`src/rtl/instr_fetch_unit.sv`:
```
// Fetch stage: writable instruction memory, program counter and IDLE/FETCH/HALT controller.
// Latency: imem[pc] is registered onto the field outputs at the edge that advances pc (1 edge).
// Backpressure: stall freezes pc, fields and instr_valid; a halt word is not consumed while stalled.
module instr_fetch_unit #(
  parameter int INSTR_W    = 12,
  parameter int PC_W       = 4,
  parameter int IMEM_DEPTH = 16
) (
  input  logic               clk,
  input  logic               rst_n,
  input  logic               start,
  input  logic               stall,
  input  logic               load_en,
  input  logic [PC_W-1:0]    load_addr,
  input  logic [INSTR_W-1:0] load_data,
  output logic [2:0]         opcode,
  output logic [2:0]         addr1,
  output logic [2:0]         addr2,
  output logic [2:0]         addr3,
  output logic               instr_valid,
  output logic [PC_W-1:0]    pc,
  output logic               halted
);

  typedef enum logic [1:0] {
    IDLE  = 2'd0,
    FETCH = 2'd1,
    HALT  = 2'd2
  } state_t;

  localparam logic [PC_W-1:0] PC_ONE = {{(PC_W-1){1'b0}}, 1'b1};

  // Instruction memory is deliberately outside the reset domain so a program
  // survives a reset and can be re-run with a new start.
  logic [INSTR_W-1:0] imem [IMEM_DEPTH];

  state_t             state_q, state_d;
  logic [PC_W-1:0]    pc_q, pc_d;
  logic [INSTR_W-1:0] instr_q, instr_d;
  logic               valid_q, valid_d;
  logic               halted_q, halted_d;
  logic               mem_we;
  logic [INSTR_W-1:0] word;
  logic               word_is_halt;

  // Combinational read straight into the output register; no read pipeline.
  assign word         = imem[pc_q];
  assign word_is_halt = (word[INSTR_W-1 -: 3] == 3'b000);

  // Writes are only allowed while the controller is not fetching.
  assign mem_we = load_en && (state_q != FETCH);

  // Next-state, pc and output-register logic for the controller.
  always_comb begin
    state_d  = state_q;
    pc_d     = pc_q;
    instr_d  = instr_q;
    valid_d  = valid_q;
    halted_d = halted_q;
    case (state_q)
      IDLE: begin
        valid_d = 1'b0;
        if (start) state_d = FETCH;
      end
      FETCH: begin
        if (!stall) begin
          if (!word_is_halt) begin
            instr_d = word;
            valid_d = 1'b1;
            pc_d    = pc_q + PC_ONE;
          end else begin
            // pc stays on the halt word; last fields are kept for observation.
            valid_d  = 1'b0;
            halted_d = 1'b1;
            state_d  = HALT;
          end
        end
      end
      HALT: begin
        valid_d = 1'b0;
        if (start) begin
          pc_d     = '0;
          halted_d = 1'b0;
          state_d  = FETCH;
        end
      end
      default: begin
        state_d = IDLE;
        valid_d = 1'b0;
      end
    endcase
  end

  // Controller and output registers with asynchronous clear.
  always_ff @(posedge clk or negedge rst_n) begin
    if (!rst_n) begin
      state_q  <= IDLE;
      pc_q     <= '0;
      instr_q  <= '0;
      valid_q  <= 1'b0;
      halted_q <= 1'b0;
    end else begin
      state_q  <= state_d;
      pc_q     <= pc_d;
      instr_q  <= instr_d;
      valid_q  <= valid_d;
      halted_q <= halted_d;
    end
  end

  // Synchronous memory write port.
  always_ff @(posedge clk) begin
    if (mem_we) imem[load_addr] <= load_data;
  end

  assign opcode      = instr_q[INSTR_W-1 -: 3];
  assign addr1       = instr_q[INSTR_W-4 -: 3];
  assign addr2       = instr_q[INSTR_W-7 -: 3];
  assign addr3       = instr_q[2:0];
  assign instr_valid = valid_q;
  assign pc          = pc_q;
  assign halted      = halted_q;

endmodule

```
`config.mk`:
```
export PLATFORM = sky130hd
export DESIGN_NAME = instr_fetch_unit
export DESIGN_NICKNAME = d
export VERILOG_FILES = /design/src/rtl/instr_fetch_unit.sv
export SDC_FILE = /design/constraint.sdc
export NUM_CORES = 1
export LEC_CHECK = 0
export CORE_MARGIN = 1
export CORE_UTILIZATION = 41
export CTS_BUF_LIST = sky130_fd_sc_hd__clkbuf_8
export DETAILED_ROUTE_END_ITERATION = 12
export PLACE_DENSITY = 0.66
export SYNTH_ARGS = -nofsm -noshare
export SYNTH_HDL_FRONTEND = slang
export SYNTH_SLANG_ARGS = --single-unit
```
`constraint.sdc`:
```
create_clock -name clk -period 6.75 [get_ports clk]
set_input_delay 1.35 -clock clk [delete_from_list [all_inputs] [get_ports clk]]
set_output_delay 1.35 -clock clk [all_outputs]
set_load 0.01 [all_outputs]
```
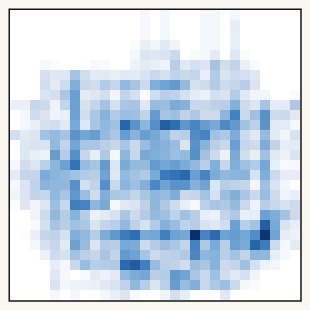
*Wiring heat map*
(2 px per um) 29 x 29 tiles, from white (low) to dark blue (high), scaled to the fullest tile. Values are wire area over tile area, all layers added.
emptiest ninth of the die = top left
fullest tile = 0.55
mean over tiles = 0.13
nearly empty tiles = 24%
DR WL/cell: 21.99 um
Total Routing Usage GR: 0.1654
number of vias after detailed routing: 4167
total wire length after detailed routing: 16780 um

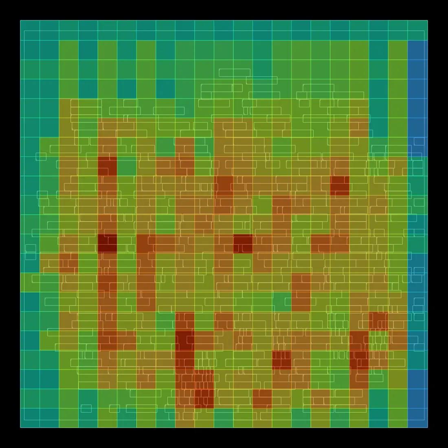
*Routing congestion*
Most Used Layer, Global Route: met2
share of the core filled with cells in the final layout: 0.4894
Global Route met3 Usage: 0.03145
GR met1 Demand/Resource: 0.2174
global-route track usage on met2: 0.2745

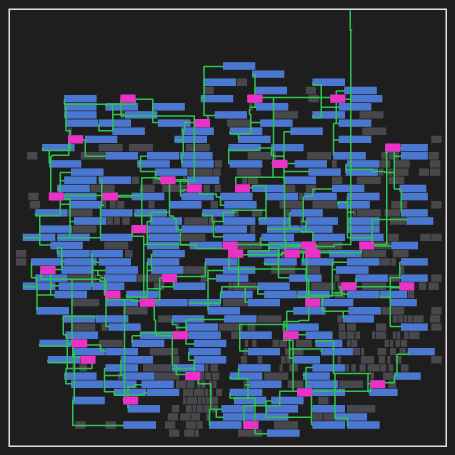
*Clock network drawn from the DEF*
(3 px per um)
green -> clock wires  # length 2550 um
blue -> flip-flops  # count 212
magenta -> clock-net drivers  # count 35
routed clock nets = 36

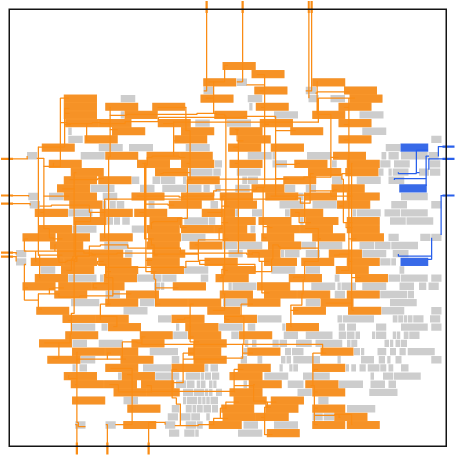
*Wires at chosen ports, followed through buffers*
(3 px per um)
blue -> addr1  # bits 3, direction output, end cells 3, wire 89.1 um
orange -> load_data  # bits 12, direction input, end cells 192, wire 2610 um

-- path summary, 6_finish.rpt --
kind	startpoint	to	depth (start not counted)
max	pc[0]	instr_q[2]	7
min	instr_q[0]	instr_q[0]	1
max reg2reg	pc[0]	instr_q[2]	7
min reg2reg	instr_q[0]	instr_q[0]	1
max in group asynchronous	rst_n	pc[0]	1
min in group asynchronous	rst_n	state_q[1]	1
-- area by class of cell --
class,instances,area [um2],share of cell area
clock buffers,37,509.2,0.05260
clock inverters,24,96.34,0.009951
inverters,2,7.507,0.0007754
multi-input cells,175,2011,0.2077
flip-flops and latches,212,6271,0.6477
well taps,265,331.6,0.03425
repair buffers,48,455.4,0.04704
-- routing by layer --
layer / vias to the layer above / part of all wire / global-route usage
met4: 0 / 0.018 / 0.06000
met3: 24 / 0.061 / 0.03145
li1: 1826 / - / -
met5: - / 0 / 0
met1: 2164 / 0.43 / 0.2174
met2: 153 / 0.50 / 0.2745
-- worst max-delay path, delay by kind of cell, from the launching register on --
kind,cells,cell delay [ns]
buffers and inverters,1,0.50
DFF,1,0.79
AOI/OAI and AO/OA,1,0.23
and+or+nand+nor,3,1.00
muxes,2,0.98
-- power by group through the flow --
stage | clock network (mW) | registers (mW) | logic (mW)
global placement | 0 | 1.66 | 1.09
CTS | 1.00 | 1.64 | 1.12
detailed placement | 0 | 1.67 | 1.12
finish | 0.979 | 1.64 | 1.11
global route | 1.07 | 1.66 | 1.20
floorplan | 0 | 1.61 | 0.850
-- registers in the layout, indices dropped and copies added (netlist names) --
name         cells
instr_q         12
halted           1
pc               4
imem           192
state_q          2
instr_valid      1
==> notes.org <==
#+TITLE: Flow metrics

** Power
- The share of total power dissipated in combinational logic is 0.298.
- Static leakage :: 3.187 nW
- Of the total power, the share spent switching nets is 0.3002.
- In this run the power spent charging and discharging nets is 1.118 mW.
- IR Drop Worst-Case VDD :: 0.0001851 V
- Power spread over the standard cell area amounts to 384.8 mW/mm2.
- Internal power :: 2.607 mW

** Route
- Number of detailed-routing iterations run before antenna repair :: 4
- Nets still carrying antenna violations after routing amount to 0.
- Violation tally from detailed-route iteration zero :: 410
- After detailed routing, the number of vias per cell comes to 5.461.
- TritonRoute reported its final design rule violation total as 0.

** Clock network
- Htree depth :: 2
- TritonCTS built the clock tree.
- Clock Tree Buf Depth :: 3
- Clock transition at the registers of the reported paths :: 0.06 ns
- Count of hold-fix buffers inserted at cts :: 0
- TritonCTS Sinks :: 212
- Root Driver :: sky130_fd_sc_hd__clkbuf_8
- Clk Latency, worst-skew pair :: 0.50 ns
- In this run, CTS created clock tree buffers numbering 35.

** Floorplanning
- 39 I/O pins were placed.
- Core Box Area :: 0.01978 mm2
- According to the floorplan log, the row count is 51.
- The floorplan step set the die height to 145.1 um.
- Chip Width :: 145.1 um
- The floorplan step records an initial core utilization of 0.4247.
- Chip area :: 0.02107 mm2

** Logic synthesis
- Post-synth top cells :: sky130_fd_sc_hd__edfxtp_1, sky130_fd_sc_hd__mux4_2, sky130_fd_sc_hd__dfrtp_1
- Number of synthesized flops with an enable pin :: 192
- In this run, the synthesized area fraction spent on AND-OR/OR-AND gates is recorded as 0.03024.
- The most used flip-flop cell after synthesis is sky130_fd_sc_hd__edfxtp_1.
- Number of nets produced by synthesis :: 434
- Yosys cell types :: 38
- After synthesis the cells add up to 0.008401 mm2.
- The synthesis stats list as the most numerous cell sky130_fd_sc_hd__edfxtp_1.
- The portion of synthesized area spent on multiplexers is 0.1622.
- After synthesis, the design contains 412 cells according to Yosys.
- Dominant cell area share :: 0.6863
- Top post-synthesis cells by area :: sky130_fd_sc_hd__edfxtp_1, sky130_fd_sc_hd__mux4_2, sky130_fd_sc_hd__dfrtp_1
- Chip Area, Yosys :: 0.008401 mm2
- Summed over all instances, the cell type with the most area after synthesis is sky130_fd_sc_hd__edfxtp_1.
- The cell-mix breakdown from Yosys lists the simple-gate area share as 0.04245.
- Synthesis produced a netlist whose cell count is 412.
- Sequential area share after synthesis :: 0.7459
- Among the non-sequential cells, multiplexers take the most area.

** Run status
- Run status :: finished, final reports clean

** Cells and area
- Non-Filler Instances :: 763
- In the final layout, the share of cells above drive strength 1 is 0.2309.
- The finished design was reported to have a net count of 496.
- Post-route cell area :: 0.009682 mm2
- Highest-count cells in the layout ignoring fill and taps :: sky130_fd_sc_hd__edfxtp_1, sky130_fd_sc_hd__mux4_2, sky130_fd_sc_hd__clkdlybuf4s50_1
- Synth-to-Final Area Change :: 15.25%

** Critical path
- The worst setup path is launched from a flop.
- Worst path max stage delay :: 0.79 ns
- STA lists the maximum fanout along the critical path as 31.
- For reference, the most critical setup path is categorized as reg -> reg.
- FF-to-FF setup slack :: 3.10 ns
- The data required time reported for the critical path is 7.12 ns.

** STA
- Setup repair after global routing left no endpoint under its margin.
- Number of max-slew violations in the final report :: 0
- Number of setup violations in the final report :: 0
- Post-route clock skew :: 0.01849 ns
- The flow reports an fmax of 0.2738 GHz.
- Across all setup checks in the final design, the least slack found is 3.098 ns.
- The tightest hold path in the finished design has a slack of 0.5098 ns.
- Worst-margin pin slew :: 1.336 ns
- Post-layout minimum cycle time :: 3.652 ns
- Final cycle utilization of the critical path :: 0.5411

** Placed design
- At the placement stage, the worst setup path has a slack of 2.959 ns.
- Once placement finished, the instance area stood at 0.009071 mm2.
- Placed wire-length estimate after detailed placement :: 10110 um

** Global routing
- Vias in the first global route :: 4449
- Pin count of the biggest net entering global routing :: 45

** Job
- Warnings raised by the tools during the run amount to 26.
- Max capacitance violation total :: 0
Power is estimated from default activity; no workload was simulated.
